[src/rtl/regmap_access_arbiter.sv]
// regmap_access_arbiter: loads register defaults after reset, then round-robin arbitrates two requesters onto the register-map port.
module regmap_access_arbiter #(
  parameter int NUMREGS = 32,
  localparam int AW = $clog2(NUMREGS)
) (
  input  logic                   clk,
  input  logic                   reset,
  input  logic [8*NUMREGS-1:0]   default_values,
  input  logic [1:0]             req_valid,
  output logic [1:0]             req_ready,
  input  logic [1:0]             req_we,
  input  logic [15:0]            req_addr,
  input  logic [15:0]            req_wdata,
  output logic [1:0]             rsp_valid,
  output logic [7:0]             rsp_data,
  output logic [1:0]             addr_err,
  output logic                   mem_we,
  output logic                   mem_re,
  output logic [AW-1:0]          mem_addr,
  output logic [7:0]             mem_wdata,
  input  logic [7:0]             mem_rdata,
  output logic                   init_done
);
  typedef enum logic {INIT, RUN} state_t;
  state_t state, state_next;
  logic [AW:0] idx;
  logic last, run, init_wr, hs, sel, we, inr, acc;
  logic [7:0] addr, wdata;
  logic s1_v, s1_port, s1_err, s2_err;
  always_ff @(posedge clk)
    if (reset) state <= INIT;
    else state <= state_next;
  always_comb begin
    run = state == RUN;
    init_wr = state == INIT && idx != (AW+1)'(NUMREGS);
    state_next = (state == INIT && !init_wr) ? RUN : state;
    // each ready sees only the valids and the last-grant pointer, never the other ready
    req_ready[0] = run & req_valid[0] & (~req_valid[1] | last);
    req_ready[1] = run & req_valid[1] & (~req_valid[0] | ~last);
    hs = |req_ready;
    sel = req_ready[1];
    addr = sel ? req_addr[15:8] : req_addr[7:0];
    wdata = sel ? req_wdata[15:8] : req_wdata[7:0];
    we = sel ? req_we[1] : req_we[0];
    inr = 32'(addr) < NUMREGS;
    acc = hs & inr;
    init_done = run;
    rsp_data = (|rsp_valid && !s2_err) ? mem_rdata : 8'h00;
  end
  always_ff @(posedge clk) begin
    if (reset) begin
      idx <= '0;
      last <= 1'b1;
      mem_we <= 1'b0;
      mem_re <= 1'b0;
      mem_addr <= '0;
      mem_wdata <= '0;
      addr_err <= 2'b00;
      s1_v <= 1'b0;
      s1_port <= 1'b0;
      s1_err <= 1'b0;
      rsp_valid <= 2'b00;
      s2_err <= 1'b0;
    end else begin
      mem_we <= init_wr | (acc & we);
      mem_re <= acc & ~we;
      if (init_wr) begin
        mem_addr <= idx[AW-1:0];
        mem_wdata <= default_values[{idx[AW-1:0], 3'b000} +: 8];
        idx <= idx + 1'b1;
      end else if (acc) begin
        mem_addr <= addr[AW-1:0];
        mem_wdata <= wdata;
      end
      if (hs) last <= sel;
      addr_err <= (hs && !inr) ? (sel ? 2'b10 : 2'b01) : 2'b00;
      // out-of-range reads still flow down the pipe so they answer with zero at normal latency
      s1_v <= hs & ~we;
      s1_port <= sel;
      s1_err <= ~inr;
      rsp_valid <= s1_v ? (s1_port ? 2'b10 : 2'b01) : 2'b00;
      s2_err <= s1_err;
    end
  end
endmodule

[config.mk]
export PLATFORM = sky130hd
export DESIGN_NAME = regmap_access_arbiter
export DESIGN_NICKNAME = d
export VERILOG_FILES = /design/src/rtl/regmap_access_arbiter.sv
export SDC_FILE = /design/constraint.sdc
export NUM_CORES = 1
export LEC_CHECK = 0
export ABC_AREA = 1
export ABC_CLOCK_PERIOD_IN_PS = 2350
export CORE_UTILIZATION = 30
export CTS_CLUSTER_SIZE = 24
export DETAILED_ROUTE_END_ITERATION = 7
export PLACE_DENSITY = 0.7
export SLEW_MARGIN = 20
export SYNTH_ARGS = -nofsm -noshare
export SYNTH_HDL_FRONTEND = slang
export SYNTH_SLANG_ARGS = --single-unit
[constraint.sdc]
create_clock -name clk -period 2.35 [get_ports clk]
set_clock_uncertainty 0.15 [all_clocks]
set_input_delay 0.5875 -clock clk [delete_from_list [all_inputs] [get_ports clk]]
set_output_delay 0.5875 -clock clk [all_outputs]
set_load 0.01 [all_outputs]
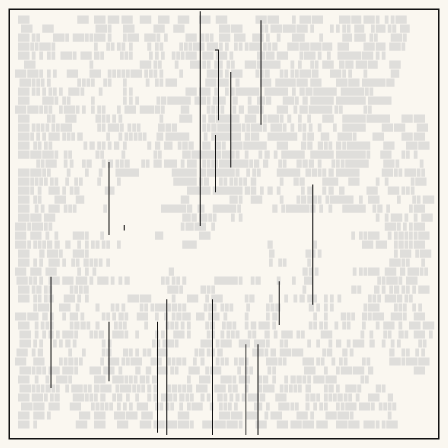
m4.png
Cells faint in the background.
The wires run mostly vertical. The longest straight run is 64.6 um.

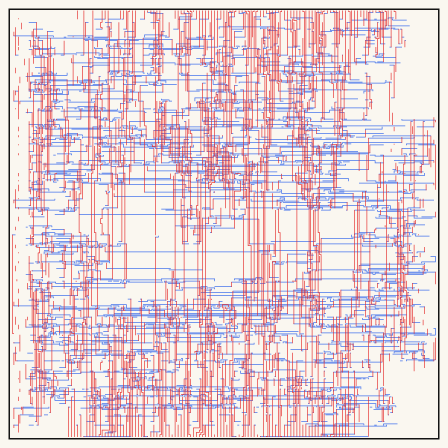
layers.png
Only two layers are drawn.
Red stands for M2, wire length 10300 um. Blue stands for M1, wire length 8520 um.

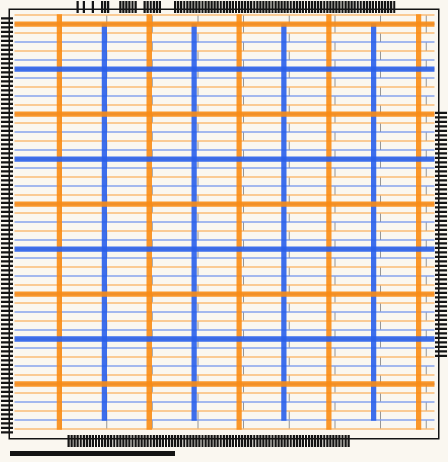
floorplan.png
Bar = 50 um. Pins as bars on the die edge. Tap cells in grey.
Blue stands for VDD. Orange stands for VSS.
47 met1 rails follow the rows. 332 signal pins sit on the boundary.

==> deck_impl_summary.md <==
Physical Implementation Snapshot

Outcome
  • Status: completed

Flow run
  • Tool warning count: 27
  • Max-cap violation count: 0

Floorplanning
  • Die extent in y: 129.4 um
  • Chip Width: roughly 130 um
  • Chip Area: 0.01674 mm2
  • Num rows: 46
  • Fp_density: 0.3064
  • Core box area: 0.01589 mm2
  • IO Count: 332

Detailed routing
  • Vias/cell: 4.371
  • First DRT Iteration DRCs: 394
  • TritonRoute pass-1 iters: 4
  • Aggregate routed wire length: 20.77 mm
  • Via Count: 6906
  • Routed wire per std cell: about 13 um
  • Drt drc: 0
  • Antenna Violating Nets Remaining: 0

Logic synthesis
  • Seq share, synth: 0.1275
  • Yosys stat area: 0.004867 mm2
  • Top cell area share: 0.4203
  • Mapped Area: 0.004867 mm2
  • Dominant cell type by area after synthesis: nand2_1
  • Avg Inst Size Synth: 4.613 um2
  • Net Count, Synth: between 1k and 1.5k
  • Ys Warns: 0
  • Yosys cell types: 31
  • Commonest flop: dfxtp_1
  • # Cells Yosys: 1055
  • Synth async-reset ratio: 0
  • Post-Synthesis Cells: 1055
  • Post-synth regs: 31
  • Number of enable flip-flop cells: 0
  • Synth area leaders: nand2_1, inv_1, dfxtp_1

Worst setup path
  • Critical path type: in2out
  • Critical path peak fanout: 2
  • Crit end category: output pin
  • FF-to-FF End: mem_wdata[1]
  • CP startpoint kind: input pin
  • FF-to-FF setup slack: 0.22 ns
  • CP arrival: about 1.5 ns
  • Reg2Reg Depth: 12
  • RR Startpoint: idx[0]
  • Critical Path RT: 1.61 ns

GRT
  • GR Layer Usage met3: 0.04253
  • First-pass GRT wire length: 31.30 mm
  • Met1 GRT Util: 0.2875
  • Global Route met2 Usage: 0.4418
  • Largest net degree at the start of global routing: 72
  • Vias in the first global route: 6332
  • Busiest metal layer after global routing: met2
  • Initial antenna violation count: 2
  • Total GRT Usage: 0.2409
  • Gr ovfl total: 0

Timing
  • Final hold violation count: 0
  • Worst-Margin Slew: roughly 0.56 ns
  • PnR worst setup slack: around 0.084 ns
  • Minimum clock period: about 2.3 ns
  • Fin. max-slew vios: 0
  • F_max: 0.4413 GHz
  • Max transition margin: 0.6239
  • RSZ-0062 raised after global routing: false
  • Fin crit share: 0.9644
  • Final setup fails: 0

CTS
  • Clk latency late pin: 0.28 ns
  • Max H-tree Level: 2
  • Worst-path clk slew: 0.05 ns
  • Sink Count: 31
  • CTS Buf Count: 5
  • TritonCTS clock tree: yes
  • Setup bufs post-CTS: 0
  • CTS root buf: clkbuf_16
  • Max clock buf depth: 2

Place
  • Pre-CTS WS: -0.1711 ns
  • # port buffers: 331
  • Gpl congestion: 0.8606
  • Final HPWL DP: about 17 mm

Final layout
  • Layout cells sized above 1: 0.03888
  • Fillers: 1691
  • Nets@finish: about 1.7k
  • Util after Layout: 0.5392
  • Commonest non-fill, non-tap cells in the layout: nand2_1, clkdlybuf4s50_1, inv_1, nand3_1, nor2_1
  • Area grow syn2layout: 75.99%
  • Commonest Layout Cell: nand2_1

Hold path
  • Hold Crit Class: reg2reg
  • Hold Startpoint: s1_err
  • Worst Hold Path Cells: 2
  • Hold EP: s2_err

Power
  • Pwr per Cell Area: 316.5 mW/mm2
  • Gate power share: 0.520
  • Sequential share of power: 0.214
  • Sw Ratio: 0.3389
  • Power Internal: between 1.5 and 2 mW
  • Worst vdd ir: 0.0002738 V
  • Pleak: 4.732 nW
  • Clk pwr share: 0.266
  • Switching Power: between 0.9 and 1 mW
[per-layer routing]
| metal | part of all wire | up-vias |
|---|---|---|
| met1 | 0.41 | 2932 |
| met4 | 0.022 | 2 |
| met2 | 0.49 | 240 |
| met3 | 0.073 | 32 |
| li1 | - | 3700 |
| met5 | 0.00063 | - |
[worst max-delay path: stages]
cell             delay (ns)
clkdlybuf4s50_1        0.49
nand3_2                0.10
inv_2                  0.08
dlygate4sd2_1          0.27
[power by group through the flow]
stage	Combinational [mW]	Sequential, mW	Clock (mW)
6_report	1.41	0.581	0.721
5_1_grt	1.57	0.584	0.752
4_1_cts	1.42	0.581	0.721
3_5_place_dp	1.41	0.592	0
3_3_place_gp	1.41	0.592	0
2_1_floorplan	0.664	0.589	0
[through the flow]
| stage | instances | power (mW) | hold WS (ns) | setup TNS (ns) | cell area (um2) |
|---|---|---|---|---|---|
| after floorplan | 1055 | 1.254 | 0.2383 | 0 | 4867 |
| after global placement | 1571 | 2.006 | 0.2420 | -2.165 | 8386 |
| after detailed placement | 1571 | 2.006 | 0.2428 | -2.858 | 8386 |
| after CTS | 1579 | 2.720 | 0.2501 | 0 | 8542 |
| after global routing | 1580 | 2.909 | 0.2677 | 0 | 8566 |
| final | 1580 | 2.711 | 0.2500 | 0 | 8566 |
[cells by family (layout without fill, tap and decap cells)]
logic type | Yosys count | count (layout) | share of synthesized area
DFF | 31 | 31 | 0.1275
other | 0 | 1 | 0
and+or+nand+nor | 695 | 695 | 0.5697
xor gates and xnor gates | 1 | 1 | 0.001800
buffers and inverters | 258 | 566 | 0.2229
AOI/OAI and AO/OA | 68 | 68 | 0.07301
adders and majority gates | 2 | 2 | 0.005141
[Yosys cell counts, types with 3 or more instances]
cell type	count
nor3_1	3
o21ai_0	40
nor2_1	56
dfxtp_1	31
clkbuf_1	13
buf_6	4
buf_4	13
nand2_1	545
inv_1	195
o21ai_1	12
nand3_1	80
buf_2	28
a21oi_1	11
[registers in the layout (all words and copies together) (netlist names)]
| signal | count |
|---|---|
| mem_addr | 5 |
| init_done | 1 |
| s2_err | 1 |
| s1_err | 1 |
| s1_port | 1 |
| addr_err | 2 |
| last | 1 |
| mem_we | 1 |
| s1_v | 1 |
| mem_re | 1 |
| mem_wdata | 8 |
| idx | 6 |
| rsp_valid | 2 |
[how the worst max path moves through the flow]
| stage | startpoint | end | slack (ns) | cells after the start |
|---|---|---|---|---|
| after floorplan | idx[1] | idx[3] | 0.33 | 12 |
| final | req_valid[1] | req_ready[1] | 0.08 | 4 |
| after global routing | req_valid[1] | mem_wdata[5] | 0.01 | 12 |
| after detailed placement | req_valid[0] | req_ready[0] | -0.17 | 4 |
| after global placement | req_valid[0] | req_ready[0] | -0.16 | 4 |
| after CTS | idx[0] | mem_wdata[1] | 0.08 | 12 |
[timing repair]
item,in CTS,in global routing
pin swaps,0,1
resized,10,5
hold buffers,0,0
setup endpoints to repair,10,9
[cell type report]
class,count,area [um2],area share
diodes,1,2.502,0.0002921
clock buffers,7,163.9,0.01914
clock inverters,1,5.005,0.0005843
inverters,199,752.0,0.08779
multi-input cells,766,3177,0.3709
flip-flops and latches,31,625.6,0.07304
well taps,216,270.3,0.03155
repair buffers,359,3570,0.4167
Power figures rest on the tool's default switching activity, not on a simulated workload.
